==> src/rtl/frame_buf_writer_pkg.sv <==
// Shared LED-matrix constants and types for the frame-buffer write path.
package led_pkg;

    localparam int MATRIX_SIZE = 8;
    localparam int COLOR_DEPTH = 8;
    localparam int ADDR_WIDTH  = 6;
    localparam int COORD_WIDTH = ADDR_WIDTH / 2;

    typedef logic [COLOR_DEPTH-1:0] pixel_t;
    typedef logic [ADDR_WIDTH-1:0]  addr_t;
    typedef logic [COORD_WIDTH-1:0] coord_t;

    typedef enum logic [1:0] {
        IDLE,
        LOAD,
        WAIT_SWAP
    } fbw_state_t;

endpackage

==> src/rtl/frame_buf_writer_if.sv <==
// Valid/ready RGB332 pixel stream between the pixel source (master) and the writer (slave).
interface frame_buf_writer_if;
    import led_pkg::*;

    logic   s_valid;
    logic   s_ready;
    logic   s_sof;
    pixel_t s_data;

    modport master (output s_valid, output s_sof, output s_data, input s_ready);
    modport slave  (input s_valid, input s_sof, input s_data, output s_ready);

endinterface

==> src/rtl/frame_buf_writer_pixel_addr_gen.sv <==
// Row/column pixel counter for the frame-buffer writer; both counters wrap at MATRIX_SIZE-1.
module pixel_addr_gen
    import led_pkg::*;
(
    input  logic  clk,
    input  logic  rst_n,
    input  logic  clr_i,
    input  logic  inc_i,
    output addr_t addr_o,
    output logic  last_o
);

    localparam coord_t LAST_COORD = coord_t'(MATRIX_SIZE - 1);

    coord_t row_q, row_d;
    coord_t col_q, col_d;

    // Clear and increment together yield position 1: the sof pixel itself goes to address 0.
    always_comb begin
        row_d = clr_i ? '0 : row_q;
        col_d = clr_i ? '0 : col_q;
        if (inc_i) begin
            if (col_d == LAST_COORD) begin
                col_d = '0;
                row_d = (row_d == LAST_COORD) ? '0 : row_d + coord_t'(1);
            end else begin
                col_d = col_d + coord_t'(1);
            end
        end
    end

    always_ff @(posedge clk or negedge rst_n) begin
        if (!rst_n) begin
            row_q <= '0;
            col_q <= '0;
        end else begin
            row_q <= row_d;
            col_q <= col_d;
        end
    end

    assign addr_o = {row_q, col_q};
    assign last_o = (row_q == LAST_COORD) && (col_q == LAST_COORD);

endmodule

==> src/rtl/frame_buf_writer.sv <==
// Writes an RGB332 pixel stream row-major into the frame-buffer RAM.
// Define DOUBLE_BUF_EN for two banks swapped only at a scan frame boundary.
module frame_buf_writer
    import led_pkg::*;
(
    input  logic                     clk,
    input  logic                     rst_n,
    frame_buf_writer_if.slave        pix,
    input  logic                     scan_frame_end,
    output logic                     wr_en,
    output addr_t                    wr_addr,
    output pixel_t                   wr_data,
    output logic                     wr_bank,
    output logic                     rd_bank,
    output logic                     frame_done,
    output logic                     frame_err
);

    fbw_state_t state_q, state_d;
    logic       wr_en_q, wr_en_d;
    addr_t      wr_addr_q, wr_addr_d;
    pixel_t     wr_data_q, wr_data_d;
    logic       done_q, done_d;
    logic       err_q, err_d;
    logic       cnt_clr, cnt_inc;
    addr_t      cnt_addr;
    logic       cnt_last;
    logic       accept;

`ifdef DOUBLE_BUF_EN
    logic rd_bank_q, rd_bank_d;
    logic wr_bank_q, wr_bank_d;
    assign pix.s_ready = (state_q != WAIT_SWAP);
`else
    logic unused_scan_frame_end;
    assign pix.s_ready           = 1'b1;
    assign unused_scan_frame_end = scan_frame_end;
`endif

    assign accept = pix.s_valid && pix.s_ready;

    pixel_addr_gen u_addr_gen (
        .clk    (clk),
        .rst_n  (rst_n),
        .clr_i  (cnt_clr),
        .inc_i  (cnt_inc),
        .addr_o (cnt_addr),
        .last_o (cnt_last)
    );

    always_comb begin
        state_d   = state_q;
        wr_en_d   = 1'b0;
        wr_addr_d = wr_addr_q;
        wr_data_d = wr_data_q;
        done_d    = 1'b0;
        err_d     = 1'b0;
        cnt_clr   = 1'b0;
        cnt_inc   = 1'b0;
`ifdef DOUBLE_BUF_EN
        rd_bank_d = rd_bank_q;
        wr_bank_d = wr_bank_q;
`endif
        case (state_q)
            IDLE: begin
                if (accept) begin
                    if (pix.s_sof) begin
                        wr_en_d   = 1'b1;
                        wr_addr_d = '0;
                        wr_data_d = pix.s_data;
                        cnt_clr   = 1'b1;
                        cnt_inc   = 1'b1;
                        state_d   = LOAD;
                    end else begin
                        err_d = 1'b1;
                    end
                end
            end
            LOAD: begin
                if (accept) begin
                    wr_en_d   = 1'b1;
                    wr_data_d = pix.s_data;
                    cnt_inc   = 1'b1;
                    if (pix.s_sof) begin
                        // A stray sof restarts the frame rather than being dropped.
                        err_d     = 1'b1;
                        wr_addr_d = '0;
                        cnt_clr   = 1'b1;
                    end else begin
                        wr_addr_d = cnt_addr;
                        if (cnt_last) begin
                            done_d = 1'b1;
`ifdef DOUBLE_BUF_EN
                            state_d = WAIT_SWAP;
`else
                            state_d = IDLE;
`endif
                        end
                    end
                end
            end
`ifdef DOUBLE_BUF_EN
            WAIT_SWAP: begin
                if (scan_frame_end) begin
                    rd_bank_d = ~rd_bank_q;
                    wr_bank_d = rd_bank_q;
                    state_d   = IDLE;
                end
            end
`endif
            default: state_d = IDLE;
        endcase
    end

    always_ff @(posedge clk or negedge rst_n) begin
        if (!rst_n) begin
            state_q   <= IDLE;
            wr_en_q   <= 1'b0;
            wr_addr_q <= '0;
            wr_data_q <= '0;
            done_q    <= 1'b0;
            err_q     <= 1'b0;
        end else begin
            state_q   <= state_d;
            wr_en_q   <= wr_en_d;
            wr_addr_q <= wr_addr_d;
            wr_data_q <= wr_data_d;
            done_q    <= done_d;
            err_q     <= err_d;
        end
    end

`ifdef DOUBLE_BUF_EN
    always_ff @(posedge clk or negedge rst_n) begin
        if (!rst_n) begin
            rd_bank_q <= 1'b0;
            wr_bank_q <= 1'b1;
        end else begin
            rd_bank_q <= rd_bank_d;
            wr_bank_q <= wr_bank_d;
        end
    end

    assign rd_bank = rd_bank_q;
    assign wr_bank = wr_bank_q;
`else
    assign rd_bank = 1'b0;
    assign wr_bank = 1'b0;
`endif

    assign wr_en      = wr_en_q;
    assign wr_addr    = wr_addr_q;
    assign wr_data    = wr_data_q;
    assign frame_done = done_q;
    assign frame_err  = err_q;

endmodule
==> src/flat_wrapper.sv <==
// flat-port wrapper written by rule: the top's interface ports become plain ports
module frame_buf_writer_flat import led_pkg::*;
  (clk, rst_n, scan_frame_end, wr_en, wr_addr, wr_data, wr_bank, rd_bank, frame_done, frame_err, pix_s_valid, pix_s_sof, pix_s_data, pix_s_ready);
  frame_buf_writer_if pix_i ();
  input  logic clk;
  input  logic rst_n;
  input  logic scan_frame_end;
  output logic wr_en;
  output addr_t wr_addr;
  output pixel_t wr_data;
  output logic wr_bank;
  output logic rd_bank;
  output logic frame_done;
  output logic frame_err;
  input wire logic [$bits(pix_i.s_valid)-1:0] pix_s_valid;
  input wire logic [$bits(pix_i.s_sof)-1:0] pix_s_sof;
  input wire logic [$bits(pix_i.s_data)-1:0] pix_s_data;
  output wire logic [$bits(pix_i.s_ready)-1:0] pix_s_ready;
  assign pix_i.s_valid = pix_s_valid;
  assign pix_i.s_sof = pix_s_sof;
  assign pix_i.s_data = pix_s_data;
  assign pix_s_ready = pix_i.s_ready;
  frame_buf_writer u_core (.clk(clk), .rst_n(rst_n), .pix(pix_i), .scan_frame_end(scan_frame_end), .wr_en(wr_en), .wr_addr(wr_addr), .wr_data(wr_data), .wr_bank(wr_bank), .rd_bank(rd_bank), .frame_done(frame_done), .frame_err(frame_err));
endmodule
==> config.mk <==
export PLATFORM = sky130hd
export DESIGN_NAME = frame_buf_writer_flat
export DESIGN_NICKNAME = d
export VERILOG_FILES = /design/src/rtl/frame_buf_writer_pkg.sv /design/src/rtl/frame_buf_writer_if.sv /design/src/rtl/frame_buf_writer_pixel_addr_gen.sv /design/src/rtl/frame_buf_writer.sv /design/src/flat_wrapper.sv
export SDC_FILE = /design/constraint.sdc
export NUM_CORES = 1
export LEC_CHECK = 0
export CORE_MARGIN = 4
export CORE_UTILIZATION = 40
export CTS_CLUSTER_DIAMETER = 120
export CTS_CLUSTER_SIZE = 10
export DETAILED_ROUTE_END_ITERATION = 8
export GPL_TIMING_DRIVEN = 0
export PLACE_DENSITY = 0.71
export SYNTH_ARGS = -nofsm -noshare
export SYNTH_HDL_FRONTEND = slang
export SYNTH_HIERARCHICAL = 1
export SYNTH_SLANG_ARGS = --single-unit
==> constraint.sdc <==
create_clock -name clk -period 2 [get_ports clk]
set_input_delay 0.2 -clock clk [delete_from_list [all_inputs] [get_ports clk]]
set_output_delay 0.2 -clock clk [all_outputs]
set_load 0.02 [all_outputs]
Figure 1. Clock routing.
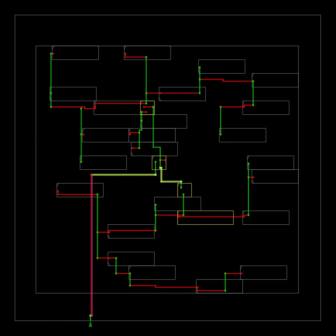
clock buffers: 3
worst clock skew: 1.16 ps
Clk power: 0.347 mW
number of buffers created by CTS: 3

Figure 2. Wire density map.
Scale bar: 20 µm. 12 x 12 tiles, from dark purple (low) to yellow (high), scaled to the fullest tile. Values are wire area over tile area, all layers added.
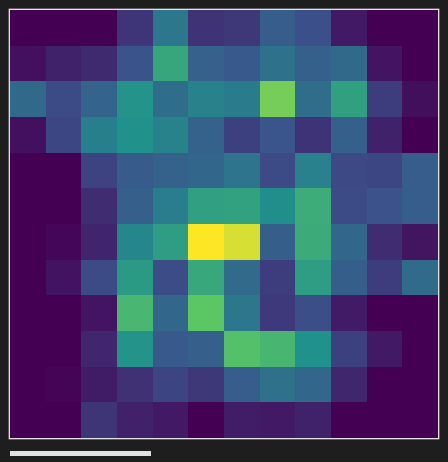
nearly empty tiles	22%
fullest tile	0.35
densest ninth of the die	centre
mean over tiles	0.085
tiles over half the peak	14%

Figure 3. Met1 routing.
Cells faint in the background.
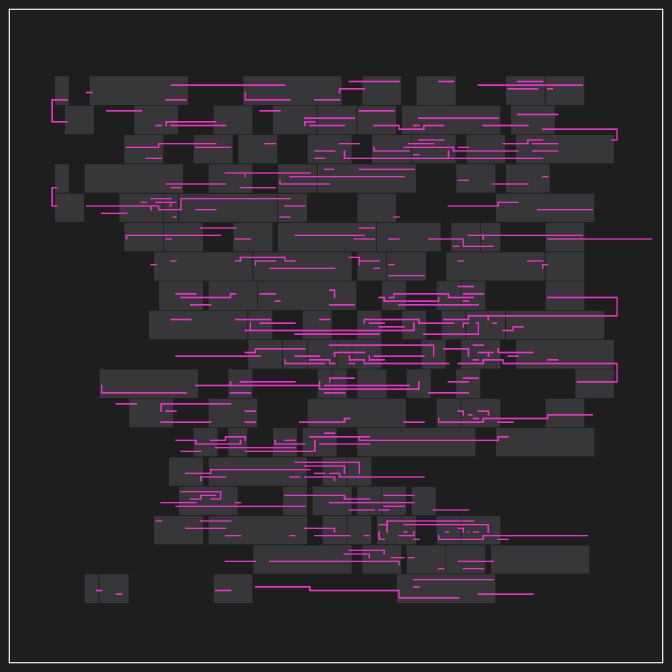
main direction	horizontal
share of all routed wire	45%
wire length on this layer	914 µm
longest straight run	18.4 µm
nets with wire on the layer	119

Figure 4. Met2 routing.
Scale bar: 20 µm.
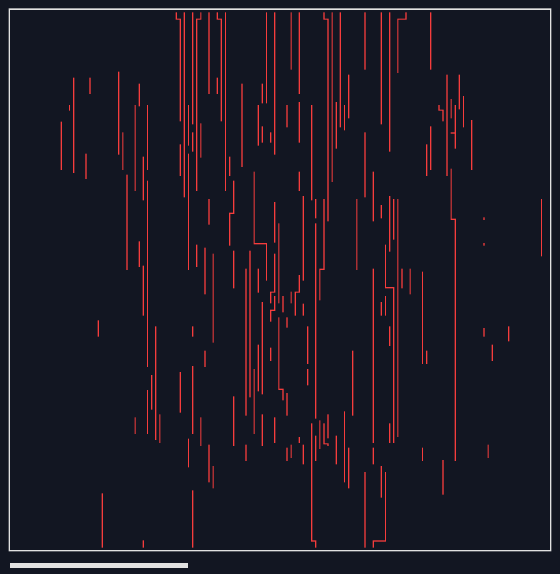
share of all routed wire	50%
wire length on this layer	1000 µm

Figure 5. The metal 3 layer.
Scale bar: 20 µm.
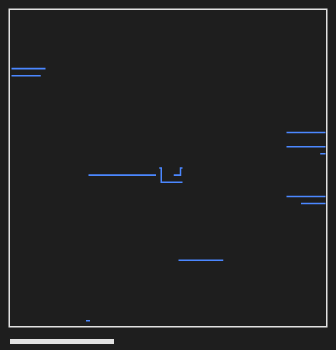
main direction	horizontal
longest straight run	12.6 µm
nets with wire on the layer	11
share of all routed wire	3.4%
wire length on this layer	68.7 µm

==> run summary <==
run metrics: status=complete, no violations, cell count of the worst reg-to-reg path=5, CP startpoint=pix_s_valid, clk latency late pin=310 ps, fin area=1480 µm², final worst slack=76.8 ps, Mapped Avg Cell Area=12.7 µm², WP buf/inv=2, Hold Path Class=input pin to asynchronous set/reset pin, Final Hold Fails=0, WL/cell=13.4 µm, Tool Warnings=27, clock root cell=clkbuf_4, Fin Hold WS=437 ps, RSZ-0062 raised after global routing=no, Std-Cell Rows=18, gp weighted congestion=0.698, max-cap violations=0, die span in y=60.5 µm, post-layout period usage=0.962, Slew Limit Fails=0, number of global-route vias before repair=690, Power, Total=1.24 mW, die footprint=3660 µm², min Tclk post-route=1920 ps, reg2reg start=u_core/u_addr_gen/col_q[0]$_DFF_PN0_, Setup-failing EPs final=0, H-Tree Depth=1, Finished Layout Cells=150, Post-Synth XOR/XNOR Area=0.0238, Yosys top cell area share=0.544, Filler cells=210, via count=709, ys flop type=dfrtp_1, leakage=0.653 nW, worst path required time=2210 ps, top cells by count=dfrtp_1 (24), nor2b_1 (13), mux2_2 (10), CTS tree=built, Ports=33, Startpoint Class=input pin, Levels on crit path=8, yosys synthesis chip area=1100 µm², Arr. time, crit path=2140 ps, Post-synth ARST share=1.00, Util after Layout=0.581, port bufs=28, R2R setup slack=500 ps
## placed cells by master, fill, tap and decap left out, drive strengths merged, types with 2 or more instances in the layout
cell,instances
conb,3
dfrtp,24
clkdlybuf4s50,28
nor2,2
mux2,11
nor2b,13
buf,5
clkbuf,3
nand2,3
and2,8
a221o,6
ha,3
xnor2,2
## per-layer routing
layer / GRT usage / share of wire
met1: 0.157 / 0.45
met2: 0.187 / 0.50
met3: 0.0191 / 0.034
met4: 0.0650 / 0.013
met5: 0 / 0
## report_power, final
group / leakage, nW / internal [mW] / switching (mW)
clock: 0.0279 / 0.202 / 0.144
sequential: 0.302 / 0.547 / 0.0407
combinational: 0.323 / 0.168 / 0.133
## worst reg2reg max path, cell delays in order, from the launching register on
cell and delay [ps]:
dfrtp_1 430, nor2b_1 160, ha_1 210, ha_1 220, nand2_2 90, mux2_4 300
## state kept, by name, summed over array words and instances (netlist names)
| signal | count |
|---|---|
| u_core/u_addr_gen/col_q | 3 |
| u_core/wr_data | 8 |
| u_core/wr_en | 1 |
| u_core/frame_done | 1 |
| u_core/state_q | 1 |
| u_core/frame_err | 1 |
| u_core/wr_addr | 6 |
| u_core/u_addr_gen/row_q | 3 |
## cells by family (layout without fill, tap and decap cells)
kind of cell,after synthesis,in the layout
XOR/XNOR,3,3
flip-flops,24,24
AND-OR/OR-AND,9,9
adder cells (fa/ha/maj),3,3
multiplexers,11,11
buffers and inverters,6,38
AND/OR/NAND/NOR,29,29
other,2,3
## area by class of cell
type,count,area (µm²),share of cell area
Sequential cell,24,601,0.406
Multi-Input combinational cell,58,468,0.317
Timing Repair Buffer,28,280,0.190
Tap cell,30,37.5,0.0254
Buffer,5,35.0,0.0237
Clock inverter,1,30.0,0.0203
Clock buffer,3,22.5,0.0152
Inverter,1,3.75,0.00254
No activity file was given, so power comes from the tool's default toggle rates.
